### Metal 1

Bar = 50 um. Supply wires on this layer in gray.
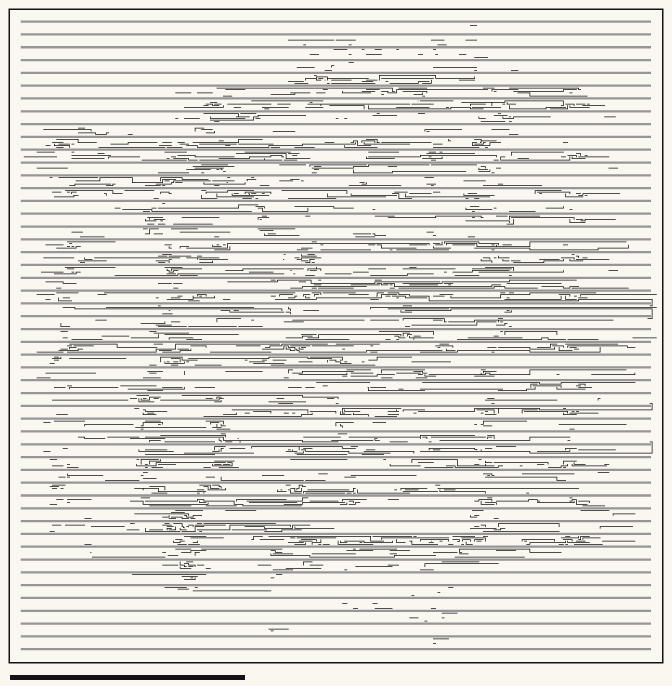
### The metal 2 layer

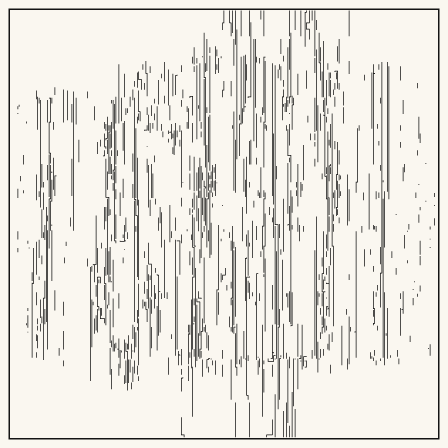
--- src/rtl/div_pkg.sv ---
// Shared types and constants for the sequential divider and its cycle counter.
package div_pkg;

   localparam int DIV_DATA_W = 16;

   typedef enum logic [1:0] {
      IDLE = 2'd0,
      RUN  = 2'd1,
      DONE = 2'd2
   } div_state_e;

endpackage

--- src/rtl/div_restore_step.sv ---
// One restoring-division step: shift {a,q} left, trial-subtract m, keep or restore.
module div_restore_step #(
   parameter int DATA_W = 16
) (
   input  logic [DATA_W:0]   a,
   input  logic [DATA_W-1:0] q,
   input  logic [DATA_W-1:0] m,
   output logic [DATA_W:0]   a_next,
   output logic [DATA_W-1:0] q_next
);

   logic [DATA_W:0] a_sh;
   logic [DATA_W:0] t;

   // a stays below m between steps, so its top bit is always 0 and can be dropped.
   assign a_sh   = {a[DATA_W-1:0], q[DATA_W-1]};
   assign t      = a_sh - {1'b0, m};
   assign a_next = t[DATA_W] ? a_sh : t;
   assign q_next = {q[DATA_W-2:0], ~t[DATA_W]};

endmodule

--- src/rtl/seq_div_core.sv ---
// Unsigned restoring sequential divider, one quotient bit per clock, driving an external cycle counter.
module seq_div_core
   import div_pkg::*;
#(
   parameter int DATA_W = DIV_DATA_W
) (
   input  logic              clk,
   input  logic              rst,
   input  logic              start,
   input  logic [DATA_W-1:0] dividend,
   input  logic [DATA_W-1:0] divisor,
   input  logic              cnt_last,
   output logic              cnt_enb,
   output logic              cnt_clr,
   output logic              ready,
   output logic              done,
   output logic [DATA_W-1:0] quotient,
   output logic [DATA_W-1:0] remainder,
   output logic              div_by_zero
);

   div_state_e        state, next_state;
   logic [DATA_W:0]   a, a_next;
   logic [DATA_W-1:0] q, q_next, m;
   logic              div_zero_req;

   assign div_zero_req = (divisor == '0);

   div_restore_step #(.DATA_W(DATA_W)) u_step (
      .a      (a),
      .q      (q),
      .m      (m),
      .a_next (a_next),
      .q_next (q_next)
   );

   always_comb begin
      next_state = state;
      ready      = 1'b0;
      done       = 1'b0;
      cnt_enb    = 1'b0;
      cnt_clr    = 1'b0;
      case (state)
         IDLE: begin
            ready = 1'b1;
            if (start) begin
               if (!div_zero_req) begin
                  cnt_enb    = 1'b1;
                  cnt_clr    = 1'b1;
                  next_state = RUN;
               end else begin
                  next_state = DONE;
               end
            end
         end
         RUN: begin
            cnt_enb = 1'b1;
            if (cnt_last) next_state = DONE;
         end
         DONE: begin
            done       = 1'b1;
            next_state = IDLE;
         end
         default: next_state = IDLE;
      endcase
   end

   always_ff @(posedge clk or posedge rst) begin
      if (rst) begin
         state       <= IDLE;
         a           <= '0;
         q           <= '0;
         m           <= '0;
         quotient    <= '0;
         remainder   <= '0;
         div_by_zero <= 1'b0;
      end else begin
         state <= next_state;
         case (state)
            IDLE: begin
               if (start && !div_zero_req) begin
                  a <= '0;
                  q <= dividend;
                  m <= divisor;
               end else if (start) begin
                  quotient    <= '1;
                  remainder   <= dividend;
                  div_by_zero <= 1'b1;
               end
            end
            RUN: begin
               a <= a_next;
               q <= q_next;
               // cnt_last marks the edge that performs the final step.
               if (cnt_last) begin
                  quotient    <= q_next;
                  remainder   <= a_next[DATA_W-1:0];
                  div_by_zero <= 1'b0;
               end
            end
            default: ;
         endcase
      end
   end

endmodule
--- config.mk ---
export PLATFORM = sky130hd
export DESIGN_NAME = seq_div_core
export DESIGN_NICKNAME = d
export VERILOG_FILES = /design/src/rtl/div_pkg.sv /design/src/rtl/div_restore_step.sv /design/src/rtl/seq_div_core.sv
export SDC_FILE = /design/constraint.sdc
export NUM_CORES = 1
export LEC_CHECK = 0
export CELL_PAD_IN_SITES_DETAIL_PLACEMENT = 0
export CELL_PAD_IN_SITES_GLOBAL_PLACEMENT = 1
export CORE_MARGIN = 2
export CORE_UTILIZATION = 25
export DETAILED_ROUTE_END_ITERATION = 8
export PLACE_DENSITY = 0.5
export SLEW_MARGIN = 20
export SYNTH_ARGS = -nofsm -noshare
export SYNTH_HDL_FRONTEND = slang
export SYNTH_SLANG_ARGS = --single-unit
--- constraint.sdc ---
create_clock -name clk -period 3.8 [get_ports clk]
set_input_delay 0.76 -clock clk [delete_from_list [all_inputs] [get_ports clk]]
set_output_delay 0.76 -clock clk [all_outputs]
set_load 0.05 [all_outputs]
==> results.toml <==
# implementation run metrics
[placement]
hpwl_um = 9410
portBuffers = 72
placed_cells = 778
gp_congestion = 0.821

[clock_tree]
htreeDepth = 3
cts_resized = 0
post_cts_buffers = 0
cts.clk_slew.worst_paths_ns = 0.06
clk_latency_ns = 0.35
numCtsBuffers = 9
clock-sinks = 83
hold_buffers = 0
cts_tree = "yes"
clockBufferDepth = 2
clock-root-buffer = "clkbuf_16"

[synthesis]
yosys_warnings = 0
yosysTopAreaCellShare = 0.459
syn_area_per_cell_um2 = 9.19
top_area_cell = "dfrtp_1"
simple_gate_share = 0.170
synth-edff-count = 0
yosys.area_share.xor_xnor = 0.0266
syn_area_um2 = 4520
synthTopCellsByArea = "dfrtp_1 46%, nand2_1 8.1%, ha_1 4.4%"
yosysUniqueCellTypes = 55
yosys.cell_count.top_type = "nand2_1"
postSynthCellCount = 492
ys.flop_type = "dfrtp_1"
synth_seq_share = 0.459
yosysCellCount = 492
ys_top_logic_family = "AND-OR/OR-AND gates"
common_cells = "98 x nand2_1, 83 x dfrtp_1, 32 x o21ai_0, 30 x nor2_1, 27 x inv_1"
ys_ff = 83
muxShareOfSynthArea = 0.0645
compound_area_frac = 0.184
syn-num-nets = 545

[job]
warnings = 26
cap_violations = 0

[layout]
lay_top_cells = "98 x nand2_1, 83 x dfrtp_1, 70 x clkdlybuf4s50_1, 32 x o21ai_0, 30 x nor2_1"
fin_nets = 613
final_cells = 794
layout_top_cell = "nand2_1"
antenna_cells = 0
areaGrowthSynthToFinish_pct = 28.5
drive_above_1_share = 0.106

[setup_path]
cp_num_buf_inv = 4
cp-end-kind = "primary output"
cpMaxStageDelayCell = "nor4_1"
worst_ep_arrival_time_ns = 2.60
worst_ep_required_time_ns = 3.04
crit_family = "simple AND/OR/NAND/NOR gates"
crit_fanout = 3
max_stage_delay_ns = 0.43
critPathKind = "in2out"
setup.worst_path.start_class = "input port"
cp_cell_sequence = "clkdlybuf4s50_1, nor4_1, nand4_1, nand3_1, clkinv_1, nor2_1, inv_1, buf_4"

[sta]
hold_viol = 0
clock.fmax_ghz = 0.298
relSlewSlack = 0.410
min_period_ns = 3.36
worstMarginPinSlew_ns = 0.885
rsz0062_at_grt = "no"
period_used_share = 0.884
fin_worst_skew_ns = 0.00686

[grt]
grt_usage = 0.137
grt-ovfl-total = 0
grt_max_degree = 55
first_global_vias = 3581
antenna_found_initial = 0
grt_pass1_wl_um = 20500

[floorplanning]
die_h_um = 138
pin_count = 73
core_area_um2 = 17800
die_x_um = 138
initCoreUtil = 0.253
dieArea_um2 = 19200
placementRows = 49

[drt]
via_per_inst = 4.72
wl_per_cell_um = 16.3
dr.first_iter.drc_count = 204
drc = 0
ant_nets = 0
drt_pass1_iterations = 4

[worst_hold_path]
min_path_type = "reg2reg"

[status]
status = "finished, final reports clean"

[power]
p_per_area_nw_per_um2 = 992
leakagePower_nw = 2.54
About 'Metal 1':
- share of all routed wire: 50%
- main direction: horizontal
drt total wl: 12900 um
Via Count: 3744

About 'The metal 2 layer':
- main direction: vertical
- share of all routed wire: 45%
- longest straight run: 68.2 um
- nets with wire on the layer: 487
GR Layer Usage met2: 0.215

through the flow:
step / util / total power [mW] / worst slack (ns) / instance area, um^2
2_1_floorplan: - / 3.93 / 0.875 / 4520
3_3_place_gp: 0.309 / 4.89 / 0.418 / 5510
3_5_place_dp: 0.309 / 4.91 / 0.394 / 5510
4_1_cts: 0.325 / 5.84 / 0.381 / 5810
5_1_grt: 0.325 / 6.20 / 0.346 / 5810
6_report: 0.325 / 5.76 / 0.442 / 5810
path summary, 6_finish.rpt:
path	end	from	slack [ns]	cells past startpoint
worst min-delay path	remainder[1]	remainder[1]	0.48	2
min in group asynchronous	quotient[15]	rst	0.89	2
worst max register to register	remainder[4]	q[15]	0.71	11
worst max-delay path	cnt_enb	divisor[11]	0.44	8
max in group asynchronous	quotient[2]	rst	2.20	3
worst min register to register	remainder[1]	remainder[1]	0.48	2
per-layer routing:
| layer | up-vias | GRT usage | wire length (um) |
|---|---|---|---|
| li1 | 1860 | - | - |
| met1 | 1790 | 0.189 | 6400 |
| met2 | 85 | 0.215 | 5850 |
| met3 | 9 | 0.0371 | 554 |
| met4 | 0 | 0.0290 | 108 |
| met5 | - | 0 | 0 |
final cells by class:
| class | count | area, um^2 |
|---|---|---|
| Inverter | 28 | 106 |
| Sequential cell | 83 | 2080 |
| Multi-Input combinational cell | 355 | 2230 |
| Tap cell | 229 | 287 |
| Clock inverter | 5 | 60.1 |
| Fill cell | 1844 | 12000 |
| Clock buffer | 11 | 233 |
| Timing Repair Buffer | 83 | 811 |
registers in the layout, summed over array words and instances (netlist names):
name,cells
div_by_zero,1
quotient,16
q,16
m,16
state,2
remainder,16
a,16
where the power goes:
group | switching (mW) | internal (mW)
Clock | 0.375 | 0.514
Sequential | 0.292 | 1.28
Combinational | 2.04 | 1.26
Power and IR drop assume default switching activity.
